===== src/rtl/song_sequencer_pkg.sv =====
// Shared widths, the end-of-song marker and the sequencer state encoding.
package song_sequencer_pkg;

    localparam int DEF_NOTE_W = 6;
    localparam int DEF_DUR_W  = 6;
    localparam int DEF_IDX_W  = 5;
    localparam int DEF_SONG_W = 2;

    // A zero duration field terminates a song.
    localparam logic [DEF_DUR_W-1:0] END_MARK = '0;

    typedef enum logic [2:0] {
        S_IDLE,
        S_FETCH,
        S_ROMWAIT,
        S_LOAD,
        S_PLAY,
        S_ADVANCE,
        S_END,
        S_STOPPED
    } state_e;

endpackage


===== src/rtl/song_index_counter.sv =====
// Song and note-index registers. Selecting a new song restarts at index 0;
// next-state values are exported so the ROM address can be loaded early.
module song_index_counter #(
    parameter int IDX_W  = 5,
    parameter int SONG_W = 2
) (
    input  logic              clk,
    input  logic              reset,
    input  logic              idx_clr_i,
    input  logic              idx_inc_i,
    input  logic              song_inc_i,
    output logic [SONG_W-1:0] song_o,
    output logic [IDX_W-1:0]  idx_nxt_o,
    output logic [SONG_W-1:0] song_nxt_o,
    output logic              idx_last_o
);

    logic [IDX_W-1:0]  idx_q, idx_d;
    logic [SONG_W-1:0] song_q, song_d;

    always_comb begin
        idx_d  = idx_q;
        song_d = song_q;
        if (song_inc_i) begin
            song_d = song_q + 1'b1;
            idx_d  = '0;
        end else if (idx_clr_i) begin
            idx_d  = '0;
        end else if (idx_inc_i) begin
            idx_d  = idx_q + 1'b1;
        end
    end

    always_ff @(posedge clk or negedge reset) begin
        if (!reset) begin
            idx_q  <= '0;
            song_q <= '0;
        end else begin
            idx_q  <= idx_d;
            song_q <= song_d;
        end
    end

    assign song_o     = song_q;
    assign idx_nxt_o  = idx_d;
    assign song_nxt_o = song_d;
    assign idx_last_o = &idx_q;

endmodule


===== src/rtl/song_sequencer.sv =====
// Steps the note player through {note, duration} words of the selected song.
// Define SONG_LOOP_EN to restart the song at its end instead of stopping.
module song_sequencer
    import song_sequencer_pkg::*;
#(
    parameter int NOTE_W = DEF_NOTE_W,
    parameter int DUR_W  = DEF_DUR_W,
    parameter int IDX_W  = DEF_IDX_W,
    parameter int SONG_W = DEF_SONG_W
) (
    input  logic                    clk,
    input  logic                    reset,
    input  logic                    play,
    input  logic                    next_song,
    output logic [SONG_W+IDX_W-1:0] rom_addr,
    input  logic [NOTE_W+DUR_W-1:0] rom_data,
    input  logic                    note_done,
    output logic                    play_enable,
    output logic [NOTE_W-1:0]       note_to_load,
    output logic [DUR_W-1:0]        duration_to_load,
    output logic                    load_new_note,
    output logic                    song_done,
    output logic [SONG_W-1:0]       current_song
);

`ifdef SONG_LOOP_EN
    localparam bit LOOP_EN = 1'b1;
`else
    localparam bit LOOP_EN = 1'b0;
`endif

    state_e                  state_q;
    logic [SONG_W+IDX_W-1:0] rom_addr_q;
    logic [NOTE_W-1:0]       note_q;
    logic [DUR_W-1:0]        dur_q;
    logic                    load_q, done_q, pe_q, flush_q;

    logic [IDX_W-1:0]  idx_nxt;
    logic [SONG_W-1:0] song, song_nxt;
    logic              idx_last, playing, idx_inc, idx_clr;

    assign playing = state_q inside {S_FETCH, S_ROMWAIT, S_LOAD, S_PLAY, S_ADVANCE};
    assign idx_inc = (state_q == S_ADVANCE) && !idx_last && !next_song && play;
    assign idx_clr = (state_q == S_END);

    song_index_counter #(.IDX_W(IDX_W), .SONG_W(SONG_W)) u_cnt (
        .clk        (clk),
        .reset      (reset),
        .idx_clr_i  (idx_clr),
        .idx_inc_i  (idx_inc),
        .song_inc_i (next_song),
        .song_o     (song),
        .idx_nxt_o  (idx_nxt),
        .song_nxt_o (song_nxt),
        .idx_last_o (idx_last)
    );

    // rom_addr is loaded on entry to FETCH so the synchronous ROM word is
    // ready during ROMWAIT. A song change spends one extra FETCH cycle with
    // play_enable low to flush the player.
    always_ff @(posedge clk or negedge reset) begin
        if (!reset) begin
            state_q    <= S_IDLE;
            rom_addr_q <= '0;
            note_q     <= '0;
            dur_q      <= '0;
            load_q     <= 1'b0;
            done_q     <= 1'b0;
            pe_q       <= 1'b0;
            flush_q    <= 1'b0;
        end else begin
            load_q  <= 1'b0;
            done_q  <= 1'b0;
            flush_q <= 1'b0;
            if (next_song) begin
                pe_q <= 1'b0;
                if (playing) begin
                    state_q    <= S_FETCH;
                    flush_q    <= 1'b1;
                    rom_addr_q <= {song_nxt, idx_nxt};
                end else begin
                    state_q <= S_IDLE;
                end
            end else if (playing && !play) begin
                state_q <= S_IDLE;
                pe_q    <= 1'b0;
            end else begin
                case (state_q)
                    S_IDLE: if (play) begin
                        state_q    <= S_FETCH;
                        pe_q       <= 1'b1;
                        rom_addr_q <= {song_nxt, idx_nxt};
                    end
                    S_FETCH: begin
                        pe_q <= 1'b1;
                        if (!flush_q) state_q <= S_ROMWAIT;
                    end
                    S_ROMWAIT: begin
                        if (rom_data[DUR_W-1:0] == DUR_W'(END_MARK)) begin
                            state_q <= S_END;
                            done_q  <= 1'b1;
                            pe_q    <= LOOP_EN;
                        end else begin
                            note_q  <= rom_data[NOTE_W+DUR_W-1:DUR_W];
                            dur_q   <= rom_data[DUR_W-1:0];
                            load_q  <= 1'b1;
                            state_q <= S_LOAD;
                        end
                    end
                    S_LOAD:  state_q <= S_PLAY;
                    S_PLAY:  if (note_done) state_q <= S_ADVANCE;
                    S_ADVANCE: begin
                        if (idx_last) begin
                            state_q <= S_END;
                            done_q  <= 1'b1;
                            pe_q    <= LOOP_EN;
                        end else begin
                            state_q    <= S_FETCH;
                            rom_addr_q <= {song_nxt, idx_nxt};
                        end
                    end
                    S_END: begin
                        if (LOOP_EN) begin
                            state_q    <= S_FETCH;
                            pe_q       <= 1'b1;
                            rom_addr_q <= {song_nxt, idx_nxt};
                        end else begin
                            state_q <= S_STOPPED;
                            pe_q    <= 1'b0;
                        end
                    end
                    S_STOPPED: if (!play) state_q <= S_IDLE;
                    default:   state_q <= S_IDLE;
                endcase
            end
        end
    end

    assign rom_addr         = rom_addr_q;
    assign play_enable      = pe_q;
    assign note_to_load     = note_q;
    assign duration_to_load = dur_q;
    assign load_new_note    = load_q;
    assign song_done        = done_q;
    assign current_song     = song;

endmodule


===== config.mk =====
export PLATFORM = sky130hd
export DESIGN_NAME = song_sequencer
export DESIGN_NICKNAME = d
export VERILOG_FILES = /design/src/rtl/song_sequencer_pkg.sv /design/src/rtl/song_index_counter.sv /design/src/rtl/song_sequencer.sv
export SDC_FILE = /design/constraint.sdc
export NUM_CORES = 1
export LEC_CHECK = 0
export ABC_AREA = 1
export CAP_MARGIN = 20
export CORE_MARGIN = 2
export CORE_UTILIZATION = 48
export DETAILED_ROUTE_END_ITERATION = 10
export GPL_TIMING_DRIVEN = 0
export PLACE_DENSITY_LB_ADDON = 0.2
export SLEW_MARGIN = 10
export SYNTH_ARGS = -nofsm -noshare
export SYNTH_HDL_FRONTEND = slang
export SYNTH_HIERARCHICAL = 1
export SYNTH_SLANG_ARGS = --single-unit

===== constraint.sdc =====
create_clock -name clk -period 2.9 [get_ports clk]
set_input_delay 0.58 -clock clk [delete_from_list [all_inputs] [get_ports clk]]
set_output_delay 0.58 -clock clk [all_outputs]
set_load 0.1 [all_outputs]

==> results.yml, run 1 <==
# flow metrics
pwr:
  p_seq_frac: 0.262
  seq-power_mw: 0.687
  cellPowerDensity_nw_per_um2: 1230
  comb_power_share: 0.640
  intPower_mw: 1.10
  p_clk_frac: 0.098
critical_path:
  crit_start: "u_cnt/song_o[0]"
  worst-path-stages: 1
  critPathArrivalTime_ps: 1850
  rrSetupSlack_ps: 510
  critPathLaunchType: "register"
final_timing:
  finalHoldViolCount: 0
  whs_ps: 296
  setup_viol: 0
  rsz0062_at_grt: "false"
  worst_pin_slew_ps: 989
cells_and_area:
  seq_share: 0.389
  inverters: 16
  fill_cells: 292
  final-clk-cell-share: 0.0260
  n_antenna_cell: 0
  largest_cell_class: "flip-flops and latches"
global_routing:
  grt_max_degree: 34
  grt_overflow: 0
  grt_pass1_wl_microns: 5710
clock_network:
  h-tree-depth: 2
  postCtsSetupBuffers: 0
  insertion_delay_ps: 320
routing:
  vias_per_cell: 4.91
  wl_met2_microns: 1670
  drt-total-wl_microns: 3440
  drt-initial-drc-count: 113
synthesis:
  yosys_area_sq_um: 1610
  ys_sh_xor: 0.0109
  synth_simple_gate_area_share: 0.360
  aoi_share: 0.0497
  area_leaders: "dfrtp_1, nand2_1, nand3_1"
  top_cell: "nand2_1"
status:
  status: "finished, final reports clean"
floorplan:
  dieArea_sq_um: 3840
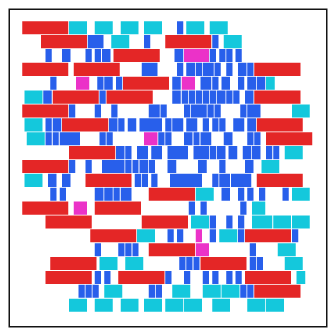
run_1/placement_by_type.png
blue -> combinational and other logic  # cells 164
red -> sequential cells  # cells 33
cyan -> remaining buffers and delay cells  # cells 43
magenta -> clock drivers and dummy loads  # cells 7

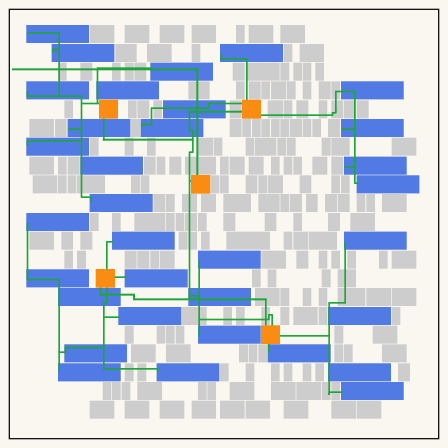
run_1/clk_routes.png
blue -> flip-flops  # count 33
green -> clock wires  # length 393 microns
orange -> clock drivers  # count 5
routed clock nets = 6

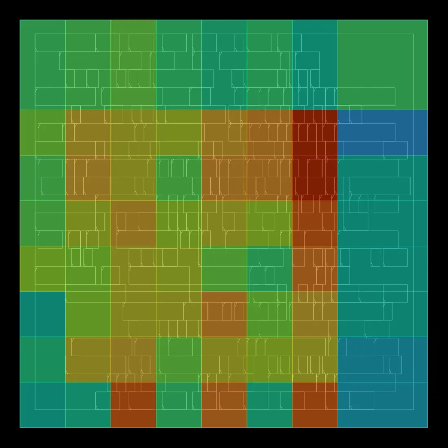
run_1/congestion.png
met3 Use GR: 0.0745
Avg WL per Cell: 11.7 microns
final core occ: 0.646
met2 Usage GRT: 0.320

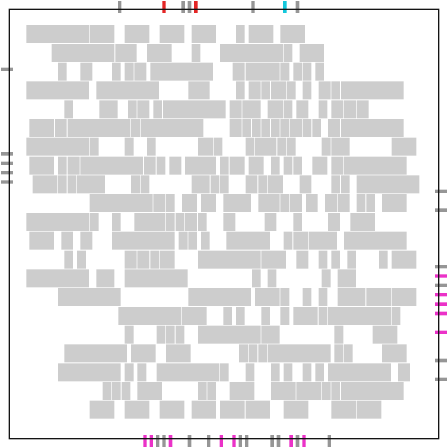
run_1/io_placement.png
Pins as bars across the die edge, other pins in grey.
cyan -> next_song  # pins 1, direction input, edge top
red -> current_song  # pins 2, direction output, edge top
magenta -> rom_data  # pins 12, direction input, edge 7 bottom, 5 right
all pins by edge = 17 bottom, 11 right, 8 top, 5 left

==> inputs of run 2 (changes only) <==
Clock period 2.9 ns to 2.54 ns, I/O delays scaled along.
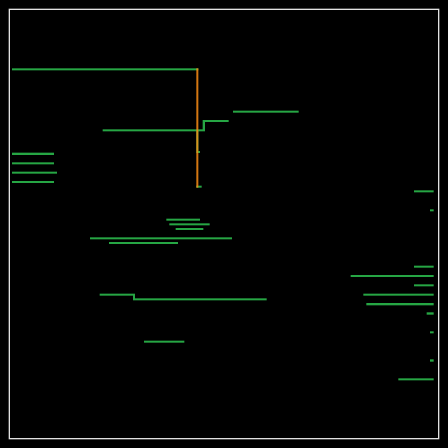
run_2/wires.png
Only two layers are drawn.
green -> metal 3  # wire length 201 microns
orange -> metal 4  # wire length 17.0 microns

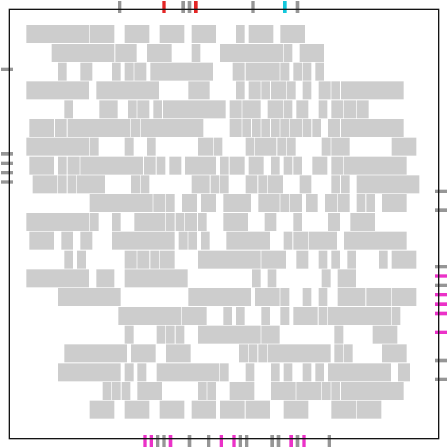
run_2/io_placement.png
Pins as bars across the die edge, other pins in grey.
red -> current_song  # pins 2, direction output, edge top
cyan -> next_song  # pins 1, direction input, edge top
magenta -> rom_data  # pins 12, direction input, edge 7 bottom, 5 right

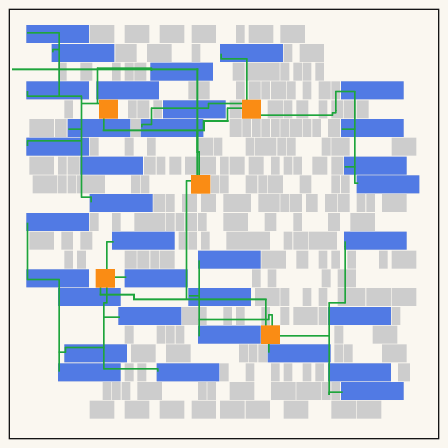
run_2/clk_routes.png
blue -> flip-flops  # count 33
green -> clock wires  # length 392 microns
orange -> clock drivers  # count 5
flops lie = spread over the die
routed clock nets = 6

==> results.yml, run 2 <==
# flow metrics
status:
  status: "finished, final reports clean"
synthesis:
  ys_sh_xor: 0.0109
  aoi_share: 0.0497
  syn_nets: 219
  synth_simple_gate_area_share: 0.360
  area_leaders: "dfrtp_1, nand2_1, nand3_1"
  yosys_area_sq_um: 1610
  synth.avg_cell_area_sq_um: 8.06
  top_cell: "nand2_1"
pwr:
  fin_total_pwr_mw: 2.99
  p_seq_frac: 0.262
  p_switching_mw: 1.73
  p_clk_frac: 0.098
  cellPowerDensity_nw_per_um2: 1410
  intPower_mw: 1.26
  comb_power_share: 0.640
  seq-power_mw: 0.784
critical_path:
  critPathLaunchType: "register"
  worst-path-stages: 1
  rrSetupSlack_ps: 360
  crit_start: "u_cnt/song_o[0]"
floorplan:
  dieArea_sq_um: 3840
routing:
  drt-initial-drc-count: 111
  vias_per_cell: 4.93
  drt-total-wl_microns: 3440
  wl_per_cell_microns: 11.7
  wl_met2_microns: 1640
cells_and_area:
  final-clk-cell-share: 0.0259
  n_antenna_cell: 0
  seq_share: 0.388
  fin_util: 0.647
  flops: 33
  inverters: 16
  largest_cell_class: "flip-flops and latches"
  finalInstanceArea_sq_um: 2130
final_timing:
  rsz0062_at_grt: "false"
  finalHoldViolCount: 0
  whs_ps: 223
  worst_pin_slew_ps: 989
global_routing:
  grt_max_degree: 34
  grt_overflow: 0
  gr-usage-met3: 0.0745
  grtUsageMet2: 0.320
clock_network:
  postCtsSetupBuffers: 0
  h-tree-depth: 2
  insertion_delay_ps: 320
==> inputs of run 3 (changes only) <==
Clock period 2.54 ns to 2.18 ns, I/O delays scaled along.
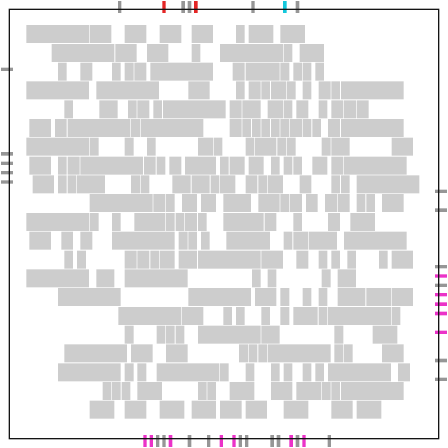
run_3/io_placement.png
Pins as bars across the die edge, other pins in grey.
magenta -> rom_data  # pins 12, direction input, edge 7 bottom, 5 right
cyan -> next_song  # pins 1, direction input, edge top
red -> current_song  # pins 2, direction output, edge top
all pins by edge = 17 bottom, 11 right, 8 top, 5 left

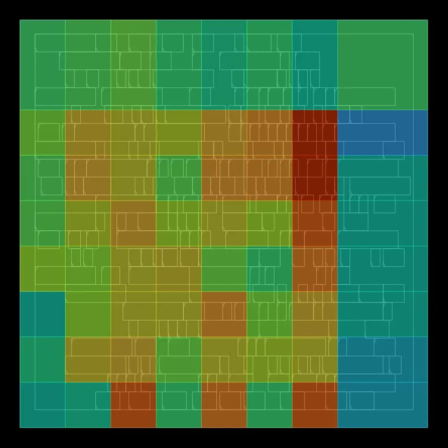
run_3/congestion.png
met1 Resource Use GR: 0.272
GRT Total Usage: 0.207
Most Crowded Layer GR: met2

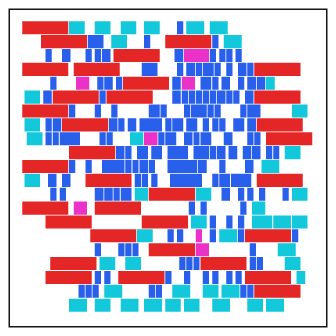
run_3/placement_by_type.png
blue -> combinational and other logic  # cells 164
red -> sequential cells  # cells 33
magenta -> clock drivers and dummy loads  # cells 7
cyan -> remaining buffers and delay cells  # cells 45

==> results.yml, run 3 <==
# flow metrics
synthesis:
  ys_sh_xor: 0.0109
  yosys_area_sq_um: 1610
  top_cell: "nand2_1"
final_timing:
  worst_pin_slew_ps: 978
  finalHoldViolCount: 0
  rsz0062_at_grt: "false"
  whs_ps: 155
global_routing:
  grtUsageMet2: 0.321
  gr-usage-met3: 0.0745
  grt_overflow: 0
  grt_max_degree: 34
routing:
  vias_per_cell: 4.91
  wl_met2_microns: 1660
  drt-total-wl_microns: 3430
  wl_per_cell_microns: 11.6
pwr:
  intPower_mw: 1.36
  comb_power_share: 0.629
  p_switching_mw: 2.01
  p_seq_frac: 0.269
  p_clk_frac: 0.101
cells_and_area:
  n_antenna_cell: 0
  seq_share: 0.390
  fin_util: 0.645
  flops: 33
status:
  status: "finished, final reports clean"
clock_network:
  postCtsSetupBuffers: 0
  h-tree-depth: 2
floorplan:
  dieArea_sq_um: 3840
Power and IR drop assume default switching activity.
